<file path="src/rtl/bk_pkg.sv">
`default_nettype none
// ---------------------------------------------------------------------------
// bk_pkg : shared types and helpers for the Brent-Kung subtractor datapath.
// Rev 1.0
// ---------------------------------------------------------------------------
package bk_pkg;

  localparam int BK_STAGES = 3;

  typedef struct packed {
    logic g;
    logic p;
  } gp_t;

  // Prefix tree depth: smallest l with 2**l >= w.
  function automatic int bk_levels(input int w);
    int l;
    l = 0;
    for (int i = 0; i < 8; i++) begin
      if ((1 << i) < w) l = i + 1;
    end
    return l;
  endfunction

endpackage
`default_nettype wire

</file>
<file path="src/rtl/bk_subtractor_pipe_if.sv">
`default_nettype none
// ---------------------------------------------------------------------------
// bk_subtractor_pipe_if : operand/result handshake bundle (ovf under BK_SUB_OVF_EN).
// Rev 1.0
// ---------------------------------------------------------------------------
interface bk_subtractor_pipe_if #(
  parameter int WIDTH = 24
) ();

  logic             in_valid;
  logic             in_ready;
  logic [WIDTH-1:0] A;
  logic [WIDTH-1:0] B;
  logic             bin;
  logic             out_valid;
  logic             out_ready;
  logic [WIDTH-1:0] D;
  logic             bout;
`ifdef BK_SUB_OVF_EN
  logic             ovf;
`endif

  modport master (
    output in_valid, A, B, bin, out_ready,
`ifdef BK_SUB_OVF_EN
    input  ovf,
`endif
    input  in_ready, out_valid, D, bout
  );

  modport slave (
    input  in_valid, A, B, bin, out_ready,
`ifdef BK_SUB_OVF_EN
    output ovf,
`endif
    output in_ready, out_valid, D, bout
  );

endinterface
`default_nettype wire

</file>
<file path="src/rtl/bk_gp_cell.sv">
`default_nettype none
// ---------------------------------------------------------------------------
// bk_gp_cell : prefix operator combining a high group with the group below it.
// Rev 1.0
// ---------------------------------------------------------------------------
module bk_gp_cell
  import bk_pkg::*;
(
  input  gp_t hi,
  input  gp_t lo,
  output gp_t gp
);

  assign gp.g = hi.g | (hi.p & lo.g);
  assign gp.p = hi.p & lo.p;

endmodule
`default_nettype wire

</file>
<file path="src/rtl/bk_subtractor_pipe.sv">
`default_nettype none
// ---------------------------------------------------------------------------
// bk_subtractor_pipe : 3-stage Brent-Kung D = A - B - bin; optional ovf via BK_SUB_OVF_EN.
// Rev 1.0
// ---------------------------------------------------------------------------
module bk_subtractor_pipe
  import bk_pkg::*;
#(
  parameter int WIDTH = 24
) (
  input  wire logic           clk,
  input  wire logic           rst_n,
  bk_subtractor_pipe_if.slave bus
);

  localparam int LV = bk_levels(WIDTH);

  logic v1, v2, v3;
  logic en1, en2, en3;

  assign en3           = !v3 | bus.out_ready;
  assign en2           = !v2 | en3;
  assign en1           = !v1 | en2;
  assign bus.in_ready  = en1;
  assign bus.out_valid = v3;

  // S1: subtraction as A + ~B + ~bin
  logic [WIDTH-1:0] s1_p, s1_g;
  logic             s1_c0;
`ifdef BK_SUB_OVF_EN
  logic             s1_am, s1_bm;
`endif

  always_ff @(posedge clk or negedge rst_n) begin
    if (!rst_n) begin
      v1    <= 1'b0;
      s1_p  <= '0;
      s1_g  <= '0;
      s1_c0 <= 1'b0;
`ifdef BK_SUB_OVF_EN
      s1_am <= 1'b0;
      s1_bm <= 1'b0;
`endif
    end else if (en1) begin
      v1 <= bus.in_valid;
      if (bus.in_valid) begin
        s1_p  <= bus.A ^ ~bus.B;
        s1_g  <= bus.A & ~bus.B;
        s1_c0 <= ~bus.bin;
`ifdef BK_SUB_OVF_EN
        s1_am <= bus.A[WIDTH-1];
        s1_bm <= bus.B[WIDTH-1];
`endif
      end
    end
  end

  // Carry-in folded into bit 0 so every prefix G[i:0] is directly carry i+1.
  gp_t up [0:LV][0:WIDTH-1];

  for (genvar i = 0; i < WIDTH; i++) begin : g_leaf
    if (i == 0) begin : g_cin
      assign up[0][i] = {s1_g[0] | (s1_p[0] & s1_c0), s1_p[0]};
    end else begin : g_bit
      assign up[0][i] = {s1_g[i], s1_p[i]};
    end
  end

  for (genvar l = 1; l <= LV; l++) begin : g_up
    for (genvar i = 0; i < WIDTH; i++) begin : g_node
      if (((i + 1) % (1 << l)) == 0) begin : g_cell
        bk_gp_cell u_cell (
          .hi (up[l-1][i]),
          .lo (up[l-1][i - (1 << (l - 1))]),
          .gp (up[l][i])
        );
      end else begin : g_pass
        assign up[l][i] = up[l-1][i];
      end
    end
  end

  gp_t              s2_up [0:WIDTH-1];
  logic [WIDTH-1:0] s2_p;
  logic             s2_c0;
`ifdef BK_SUB_OVF_EN
  logic             s2_am, s2_bm;
`endif

  always_ff @(posedge clk or negedge rst_n) begin
    if (!rst_n) begin
      v2 <= 1'b0;
      for (int i = 0; i < WIDTH; i++) s2_up[i] <= '0;
      s2_p  <= '0;
      s2_c0 <= 1'b0;
`ifdef BK_SUB_OVF_EN
      s2_am <= 1'b0;
      s2_bm <= 1'b0;
`endif
    end else if (en2) begin
      v2 <= v1;
      if (v1) begin
        for (int i = 0; i < WIDTH; i++) s2_up[i] <= up[LV][i];
        s2_p  <= s1_p;
        s2_c0 <= s1_c0;
`ifdef BK_SUB_OVF_EN
        s2_am <= s1_am;
        s2_bm <= s1_bm;
`endif
      end
    end
  end

  // S3 down-sweep: fill the positions the up-sweep left as partial groups.
  gp_t dn [1:LV][0:WIDTH-1];

  for (genvar i = 0; i < WIDTH; i++) begin : g_dtop
    assign dn[LV][i] = s2_up[i];
  end

  for (genvar l = 1; l < LV; l++) begin : g_dn
    for (genvar i = 0; i < WIDTH; i++) begin : g_node
      if ((((i + 1) % (1 << l)) == (1 << (l - 1))) && ((i + 1) > (1 << l))) begin : g_cell
        bk_gp_cell u_cell (
          .hi (dn[l+1][i]),
          .lo (dn[l+1][i - (1 << (l - 1))]),
          .gp (dn[l][i])
        );
      end else begin : g_pass
        assign dn[l][i] = dn[l+1][i];
      end
    end
  end

  logic [WIDTH:0]   c;
  logic [WIDTH-1:0] d_next;

  assign c[0] = s2_c0;
  for (genvar i = 0; i < WIDTH; i++) begin : g_carry
    assign c[i+1] = dn[1][i].g;
  end
  assign d_next = s2_p ^ c[WIDTH-1:0];

  logic [WIDTH-1:0] d_q;
  logic             bout_q;
`ifdef BK_SUB_OVF_EN
  logic             ovf_q;
`endif

  always_ff @(posedge clk or negedge rst_n) begin
    if (!rst_n) begin
      v3     <= 1'b0;
      d_q    <= '0;
      bout_q <= 1'b0;
`ifdef BK_SUB_OVF_EN
      ovf_q  <= 1'b0;
`endif
    end else if (en3) begin
      v3 <= v2;
      if (v2) begin
        d_q    <= d_next;
        bout_q <= ~c[WIDTH];
`ifdef BK_SUB_OVF_EN
        ovf_q  <= (s2_am != s2_bm) & (d_next[WIDTH-1] != s2_am);
`endif
      end
    end
  end

  assign bus.D    = d_q;
  assign bus.bout = bout_q;
`ifdef BK_SUB_OVF_EN
  assign bus.ovf  = ovf_q;
`endif

endmodule
`default_nettype wire

</file>
<file path="src/flat_wrapper.sv">
// flat-port wrapper written by rule: the top's interface ports become plain ports
module bk_subtractor_pipe_flat import bk_pkg::*;
#(
  parameter int WIDTH = 24
)
  (clk, rst_n, bus_in_valid, bus_A, bus_B, bus_bin, bus_out_ready, bus_in_ready, bus_out_valid, bus_D, bus_bout);
  bk_subtractor_pipe_if #(.WIDTH(WIDTH)) bus_i ();
  input  wire logic clk;
  input  wire logic rst_n;
  input wire logic [$bits(bus_i.in_valid)-1:0] bus_in_valid;
  input wire logic [$bits(bus_i.A)-1:0] bus_A;
  input wire logic [$bits(bus_i.B)-1:0] bus_B;
  input wire logic [$bits(bus_i.bin)-1:0] bus_bin;
  input wire logic [$bits(bus_i.out_ready)-1:0] bus_out_ready;
  output wire logic [$bits(bus_i.in_ready)-1:0] bus_in_ready;
  output wire logic [$bits(bus_i.out_valid)-1:0] bus_out_valid;
  output wire logic [$bits(bus_i.D)-1:0] bus_D;
  output wire logic [$bits(bus_i.bout)-1:0] bus_bout;
  assign bus_i.in_valid = bus_in_valid;
  assign bus_i.A = bus_A;
  assign bus_i.B = bus_B;
  assign bus_i.bin = bus_bin;
  assign bus_i.out_ready = bus_out_ready;
  assign bus_in_ready = bus_i.in_ready;
  assign bus_out_valid = bus_i.out_valid;
  assign bus_D = bus_i.D;
  assign bus_bout = bus_i.bout;
  bk_subtractor_pipe #(.WIDTH(WIDTH)) u_core (.clk(clk), .rst_n(rst_n), .bus(bus_i));
endmodule
</file>
<file path="config.mk">
export PLATFORM = sky130hd
export DESIGN_NAME = bk_subtractor_pipe_flat
export DESIGN_NICKNAME = d
export VERILOG_FILES = /design/src/rtl/bk_pkg.sv /design/src/rtl/bk_subtractor_pipe_if.sv /design/src/rtl/bk_gp_cell.sv /design/src/rtl/bk_subtractor_pipe.sv /design/src/flat_wrapper.sv
export SDC_FILE = /design/constraint.sdc
export NUM_CORES = 1
export LEC_CHECK = 0
export CAP_MARGIN = 20
export CORE_MARGIN = 4
export CORE_UTILIZATION = 59
export DETAILED_ROUTE_END_ITERATION = 6
export PLACE_DENSITY_LB_ADDON = 0.3
export SYNTH_ARGS = -nofsm -noshare
export SYNTH_HDL_FRONTEND = slang
export SYNTH_SLANG_ARGS = --single-unit
</file>
<file path="constraint.sdc">
create_clock -name clk -period 3.15 [get_ports clk]
set_input_delay 0.63 -clock clk [delete_from_list [all_inputs] [get_ports clk]]
set_output_delay 0.63 -clock clk [all_outputs]
set_load 0.02 [all_outputs]
</file>
### Metal 2, run 1

(4 px per µm)
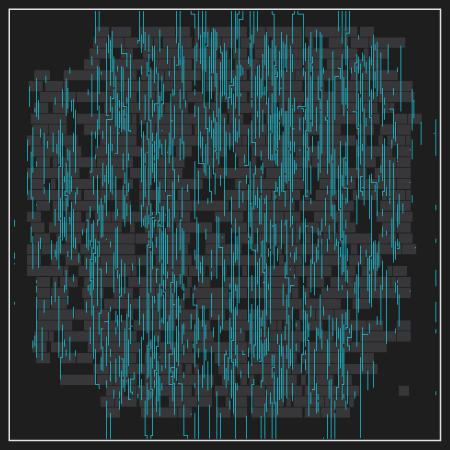
The longest straight run is 27.2 µm. The wires run mostly vertical. The layer holds 53% of the routed length.
Routed WL: 11600 µm
met2 Use GR: 38.4%

### Clock wires, drivers and flops, run 1

(4 px per µm)
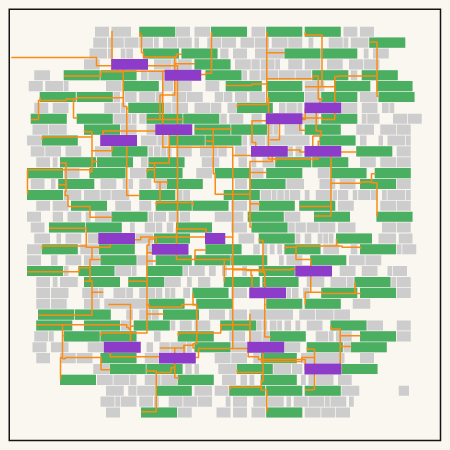
Orange is clock wires, length 1560 µm. Purple is cells driving clock nets, count 17. Green is flip-flops, count 134.
Position of the flops: all over the die.

### Cell classes on the final placement, run 1

(3 px per µm) Fill, decap, tap and diode cells in gray.
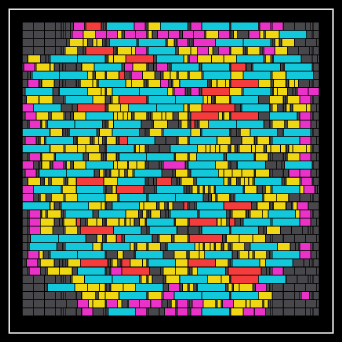
Yellow is all other logic, cells 300, share of their area 33%. Red is clock drivers and dummy loads, cells 31, share of their area 8.3%. Cyan is flip-flops, cells 134, share of their area 46%. Magenta is other buffers and delay cells, cells 85, share of their area 12%.
fin area: 7390 µm²
Core Box Area: 9680 µm²
Cell Rows: 36

==> impl_metrics.env, run 1 <==
# flow metrics
export IMPL_status="finished clean"
export IMPL_via_count=3704
export IMPL_finalSetupViolations=0
export IMPL_post_cts_repair_setup_buffers=0
export IMPL_synth_xor_area_share_pct=1.95
export IMPL_fillers=590
export IMPL_relSlewSlack_pct=51.8
export IMPL_ys_area_um2=5830
export IMPL_synth_warning_count=0
export IMPL_regToRegSetupSlack_ns=1.53
export IMPL_grt_use_total_pct=21.8
export IMPL_synth_area_um2=5830
export IMPL_ys_top_logic_family="multiplexers"
export IMPL_fin_skew_ns=0.00731
export IMPL_drc=0
export IMPL_worstMarginPinSlew_ns=0.723
export IMPL_cts_htree_levels=4
export IMPL_p_leak_nw=3.44
export IMPL_rsz0062_at_grt="no"
export IMPL_port_buffers=79
export IMPL_initCoreUtil_pct=60.2
export IMPL_cts_tree="yes"
export IMPL_hold_buffers=0
export IMPL_tool_warnings=26
export IMPL_num_antenna_cells=0
export IMPL_first_pass_iters=5
export IMPL_grt_pass1_wl_um=19600
export IMPL_grt_pass1_vias=4026
export IMPL_report_final_slew_viol_count=0
export IMPL_chipArea_um2=11500
export IMPL_grt_start_max_net_pins=56
export IMPL_ant_nets=0
export IMPL_die_width_um=107
export IMPL_drive_gt1_share_pct=24.2
export IMPL_insertion_delay_ns=0.52
export IMPL_simple_gate_share_pct=5.11
export IMPL_synth_top_cell_by_area="dfrtp_1"
export IMPL_synthMuxAreaShare_pct=19.1
export IMPL_grt_overflow=0
export IMPL_synthAoiAreaFrac_pct=6.05
export IMPL_ys_sh_adder_pct=7.51
export IMPL_finalCriticalPeriod_ns=2.56
export IMPL_io_pins=80
export IMPL_cts_made_buffers=17
export IMPL_crit_required_ns=2.52
run 1: final cells by class:
class                   instances  share of cell area [%]
clock buffers                  22                    6.13
clock inverters                 9                    2.03
inverters                      24                    1.22
multi-input cells             276                    31.4
flip-flops and latches        134                    45.4
well taps                     133                    2.25
repair buffers                 85                    11.6
run 1: per-layer routing:
layer  wire length [µm]  global-route usage (%)
met4                161                    7.30
met1               4880                    26.3
met5                  0                       0
met2               6150                    38.4
met3                429                    5.16
run 1: cells by family (layout without fill, tap and decap cells):
logic type | Yosys count | in the layout
adder cells (fa/ha/maj) | 35 | 35
multiplexers | 99 | 99
flip-flops | 134 | 134
AND-OR/OR-AND | 59 | 59
AND/OR/NAND/NOR | 70 | 70
XOR/XNOR | 13 | 13
buffers and inverters | 40 | 140
run 1: cells in the mapped netlist, drive strengths merged:
cell / instances
a2111oi: 1
a211oi: 2
a21o: 11
a21oi: 10
a221oi: 1
buf: 10
clkbuf: 6
dfrtp: 134
ha: 35
inv: 24
mux2: 99
nand2: 43
nand2b: 4
nand3: 2
nand3b: 1
nand4: 2
nand4b: 1
nor2: 15
o21ai: 31
o22a: 1
o31ai: 1
o41ai: 1
or3: 2
xnor2: 2
xor2: 11
run 1: through the flow:
step	util (%)	cells	total power [mW]	area [µm²]	worst slack (ns)
after CTS	76.3	683	6.15	7390	0.592
after global placement	70.1	652	4.00	6790	0.628
after floorplan	-	450	3.38	5830	1.27
final	76.3	683	6.10	7390	0.592
after detailed placement	70.1	652	4.09	6790	0.598
after global routing	76.3	683	6.41	7390	0.568
run 1: registers in the layout (all words and copies together), names as in the netlist:
signal / flops
u_core.s1_c0: 1
u_core.dn: 27
u_core.s2_p: 24
u_core.s1_g: 24
u_core.v2: 1
u_core.bus.out_valid: 1
u_core.c: 5
u_core.s1_p: 24
u_core.bus.D: 24
u_core.v1: 1
u_core.bus.bout: 1
u_core.s2_c0: 1
run 1: how the worst max path moves through the flow:
| stage | startpoint | end | slack [ns] |
|---|---|---|---|
| after CTS | bus_out_ready | bus_in_ready | 0.59 |
| after floorplan | bus_out_ready | u_core.s1_g[0] | 1.27 |
| final | bus_out_ready | bus_in_ready | 0.59 |
| after global routing | bus_out_ready | bus_in_ready | 0.57 |
| after detailed placement | bus_out_ready | bus_in_ready | 0.60 |
| after global placement | bus_out_ready | bus_in_ready | 0.63 |
run 1: power breakdown:
group | internal [mW] | switching, mW
Sequential | 2.19 | 0.327
Clock | 1.32 | 0.702
Combinational | 0.830 | 0.728
Total | 4.34 | 1.76
run 1: critical path: stages:
cell and delay, ns:
clkdlybuf4s50_1 0.48, nand4b_1 0.18, clkdlybuf4s50_1 0.64
==> run 2: changes to the inputs <==
Settings changed: CORE_UTILIZATION 59 to 55.
Clock period 3.15 ns to 2.6 ns, I/O delays scaled along.
### Metal 2, run 2

(4 px per µm)
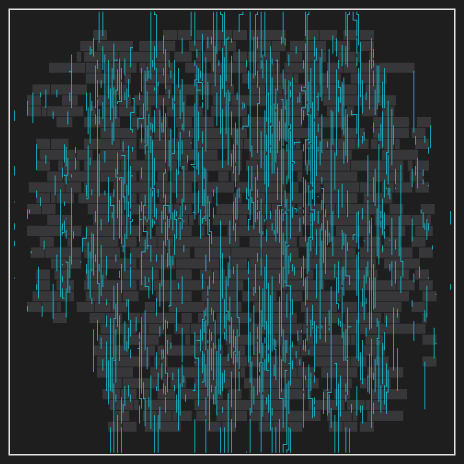
The layer holds 51% of the routed length. The longest straight run is 45.9 µm.
vias: 3706
met2 Use GR: 32.6%
Routed WL: 11300 µm

==> impl_metrics.env, run 2 <==
# flow metrics
export IMPL_ant_nets=0
export IMPL_coreArea_um2=10300
export IMPL_num_antenna_cells=0
export IMPL_finalSetupViolations=0
export IMPL_peakVddDrop_v=0.000523
export IMPL_relSlewSlack_pct=59.6
export IMPL_grt_overflow=0
export IMPL_synth_warning_count=0
export IMPL_fin_util_pct=71.9
export IMPL_post_cts_repair_setup_buffers=0
export IMPL_regToRegSetupSlack_ns=0.86
export IMPL_worstMarginPinSlew_ns=0.591
export IMPL_rsz0062_at_grt="no"
export IMPL_tool_warnings=26
export IMPL_cts_tree="yes"
export IMPL_cts_made_buffers=17
export IMPL_drive_gt1_share_pct=24.8
export IMPL_fillers=682
export IMPL_cts_htree_levels=4
export IMPL_drtIter0Drc=145
export IMPL_chipArea_um2=12300
export IMPL_edf_count=0
export IMPL_status="finished clean"
export IMPL_grt_pass1_wl_um=19300
export IMPL_yosysMostFrequentCell="dfrtp_1"
export IMPL_grt_start_max_net_pins=51
export IMPL_report_final_slew_viol_count=0
export IMPL_finalCriticalPeriod_ns=2.43
export IMPL_p_leak_nw=3.46
export IMPL_ys_area_um2=5830
export IMPL_grt_use_total_pct=19.5
export IMPL_p_per_area_nw_per_um2=977
export IMPL_common_cells="dfrtp_1, mux2_2, nand2_1, ha_1, o21ai_0"
export IMPL_io_pins=80
export IMPL_ys_flop_type="dfrtp_1"
export IMPL_crit_required_ns=2.08
export IMPL_async_reset_ff_share_pct=100
export IMPL_cts_sinks=134
export IMPL_port_buffers=79
export IMPL_insertion_delay_ns=0.52
export IMPL_largest_reg_flops=27
export IMPL_drc=0
export IMPL_fin_nets=629
export IMPL_synth_top_cell_by_area="dfrtp_1"
export IMPL_core_rowCount=37
export IMPL_die_width_um=111
### Clock wires, drivers and flops, run 2

(4 px per µm)
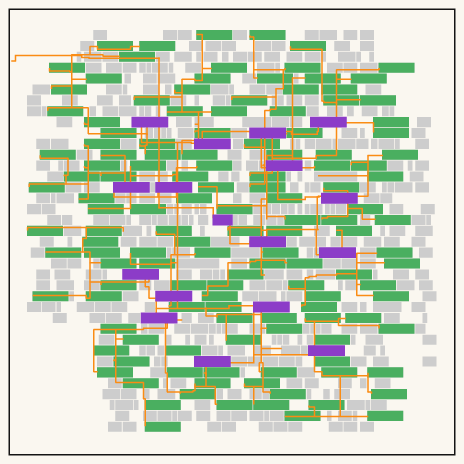
Green is flip-flops, count 134. Purple is cells driving clock nets, count 17. Orange is clock wires, length 1580 µm.
Position of the flops: all over the die.
Clk network pwr share: 32.1%
skew final: 0.0176 ns

run 2: cell counts after synthesis:
Identical to the previous run, type by type.
run 2: area by class of cell:
| class | instances | area, µm² | area share (%) |
|---|---|---|---|
| multi-input combinational | 276 | 2320 | 31.3 |
| clock buffer | 22 | 483 | 6.50 |
| clock inverter | 8 | 97.6 | 1.31 |
| sequential | 134 | 3350 | 45.2 |
| timing repair buffer | 88 | 908 | 12.2 |
| inverter | 24 | 90.1 | 1.21 |
| tap | 136 | 170 | 2.29 |
run 2: how the worst max path moves through the flow:
stage,start,to,slack (ns),cells past startpoint
2_1_floorplan,bus_out_ready,u_core.s1_g[0],0.83,4
3_3_place_gp,bus_out_ready,bus_in_ready,0.17,3
3_5_place_dp,bus_out_ready,bus_in_ready,0.19,3
4_1_cts,bus_out_ready,bus_in_ready,0.18,3
5_1_grt,bus_out_ready,bus_in_ready,0.15,3
6_report,bus_out_ready,bus_in_ready,0.17,3
run 2: timing repair:
action / 4_1_cts / 5_1_grt
endpoints found under the hold margin: 35 / 0
hold buffers: 1 / 0
endpoints found under the setup margin: 0 / 0
run 2: critical path, stage by stage:
cell and delay, ns:
clkdlybuf4s50_1 0.54, nand4b_1 0.19, clkdlybuf4s50_1 0.65
run 2: cell families after synthesis:
logic type               share of synthesized area [%]
AND-OR/OR-AND                                     6.05
XOR/XNOR                                          1.95
adder cells (fa/ha/maj)                           7.51
buffers and inverters                             2.79
flip-flops                                        57.5
multiplexers                                      19.1
AND/OR/NAND/NOR                                   5.10
run 2: metrics by stage:
stage | area, µm² | setup WS [ns] | total power, mW | hold slack [ns] | std cells
after global placement | 6830 | 0.174 | 4.86 | 0.462 | 657
after floorplan | 5830 | 0.833 | 4.10 | 0.224 | 450
after detailed placement | 6830 | 0.190 | 4.94 | 0.471 | 657
after global routing | 7420 | 0.146 | 7.64 | 0.515 | 688
final | 7420 | 0.174 | 7.25 | 0.483 | 688
after CTS | 7420 | 0.178 | 7.31 | 0.488 | 688
run 2: where the power goes:
part / switching [mW] / internal (mW) / total (mW)
combinational: 0.877 / 1.02 / 1.89
sequential: 0.377 / 2.66 / 3.03
clock: 0.851 / 1.48 / 2.33
total: 2.11 / 5.15 / 7.25
run 2: per-layer routing:
layer	global-route usage [%]	up-vias	share of wire (%)
li1	-	1739	-
met1	25.0	1878	43
met2	32.6	82	51
met3	6.00	7	4.9
met4	4.60	0	0.77
met5	0	-	0
==> run 3: changes to the inputs <==
Settings changed: ABC_CLOCK_PERIOD_IN_PS set to 2600, CELL_PAD_IN_SITES_DETAIL_PLACEMENT set to 1, CELL_PAD_IN_SITES_GLOBAL_PLACEMENT set to 1, CORE_UTILIZATION 55 to 44, HOLD_SLACK_MARGIN set to 0.12.
### Wires at chosen ports, followed through buffers, run 3

(3 px per µm)
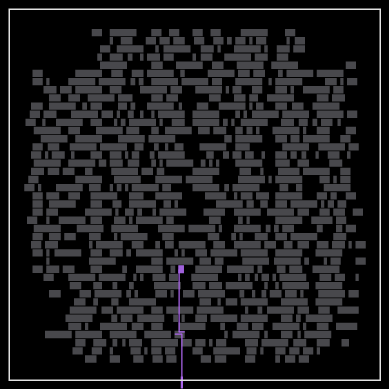
Purple is `bus_bin`, direction input, end cells 1, buffers 1, wire 39.7 µm.
num ports: 80
Port Buffers: 79

==> impl_metrics.env, run 3 <==
# flow metrics
export IMPL_status="finished clean"
export IMPL_synthMuxAreaShare_pct=19.1
export IMPL_cts_htree_levels=4
export IMPL_num_antenna_cells=0
export IMPL_insertion_delay_ns=0.41
export IMPL_die_width_um=123
export IMPL_crit_required_ns=2.08
export IMPL_largest_reg_flops=27
export IMPL_fillers=1299
export IMPL_relSlewSlack_pct=66.5
export IMPL_yosysMostFrequentCell="dfrtp_1"
export IMPL_grt_pass1_wl_um=21300
export IMPL_grt_pass1_vias=4163
export IMPL_cts_tree="yes"
export IMPL_wl_um=12300
export IMPL_grt_start_max_net_pins=75
export IMPL_dp_cells=692
export IMPL_tool_warnings=26
export IMPL_synth_xor_area_share_pct=1.95
export IMPL_synth_top_cell_by_area="dfrtp_1"
export IMPL_report_final_slew_viol_count=0
export IMPL_hold_buffers=0
export IMPL_drive_gt1_share_pct=23.8
export IMPL_cts_made_buffers=17
export IMPL_first_pass_iters=4
export IMPL_drtIter0Drc=217
export IMPL_ys_top_logic_family="multiplexers"
export IMPL_async_reset_ff_share_pct=100
export IMPL_coreArea_um2=12800
export IMPL_place_ws_ns=0.262
export IMPL_regToRegSetupSlack_ns=0.89
### Clock wiring as the flow saved it, run 3

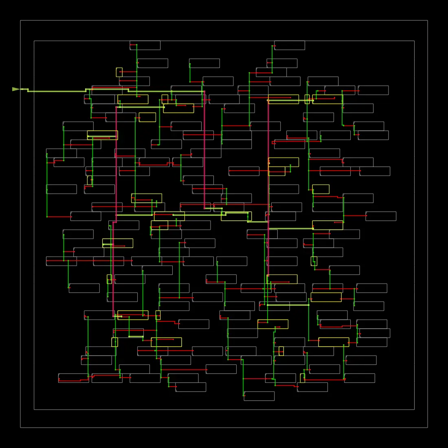
clkbuf count: 27
Sink Count: 134
Clk. pwr: 2.11 mW
registers: 134

run 3: worst max-delay path, cell delays in order:
cell             delay, ns
clkdlybuf4s50_1       0.49
nand4b_1              0.18
clkdlybuf4s50_1       0.64
run 3: layout make-up:
type,count,area share [%]
Clock buffer,27,6.78
Clock inverter,4,0.270
Inverter,24,1.21
Multi-Input combinational cell,276,31.3
Sequential cell,134,45.2
Tap cell,172,2.90
Timing Repair Buffer,86,12.3
run 3: power breakdown:
group          switching (mW)  internal, mW
Combinational           0.887          1.02
Sequential              0.400          2.66
Clock                   0.800          1.31
Total                    2.09          4.99
run 3: per-layer routing:
metal	wire, µm	share of wire [%]	GRT usage, %	up-vias
met4	174	1.4	6.23	0
met1	5530	45	23.5	1859
met5	0	0	0	-
li1	-	-	-	1737
met2	6270	51	30.7	60
met3	361	2.9	4.07	14
run 3: final timing paths:
| path | from | endpoint |
|---|---|---|
| max | bus_out_ready | bus_in_ready |
| min | rst_n | u_core.s1_p[7] |
| max reg2reg | u_core.v1 | u_core.s1_p[19] |
| min reg2reg | u_core.dn[29] | u_core.dn[29] |
| max in group asynchronous | rst_n | u_core.bus.D[14] |
| min in group clk | u_core.dn[29] | u_core.dn[29] |
run 3: cells by family after synthesis:
logic type | Yosys count
AOI/OAI and AO/OA | 59
DFF | 134
adders and majority gates | 35
muxes | 99
and+or+nand+nor | 70
buffers and inverters | 40
xor gates and xnor gates | 13
run 3: stage by stage:
| step | cell area [µm²] | utilization (%) | hold WS (ns) |
|---|---|---|---|
| 6_report | 7420 | 57.9 | 0.129 |
| 3_3_place_gp | 6900 | 53.8 | 0.463 |
| 3_5_place_dp | 6900 | 53.8 | 0.474 |
| 5_1_grt | 7420 | 57.9 | 0.149 |
| 2_1_floorplan | 5830 | - | 0.224 |
| 4_1_cts | 7420 | 57.9 | 0.126 |
Power is estimated from default activity; no workload was simulated.
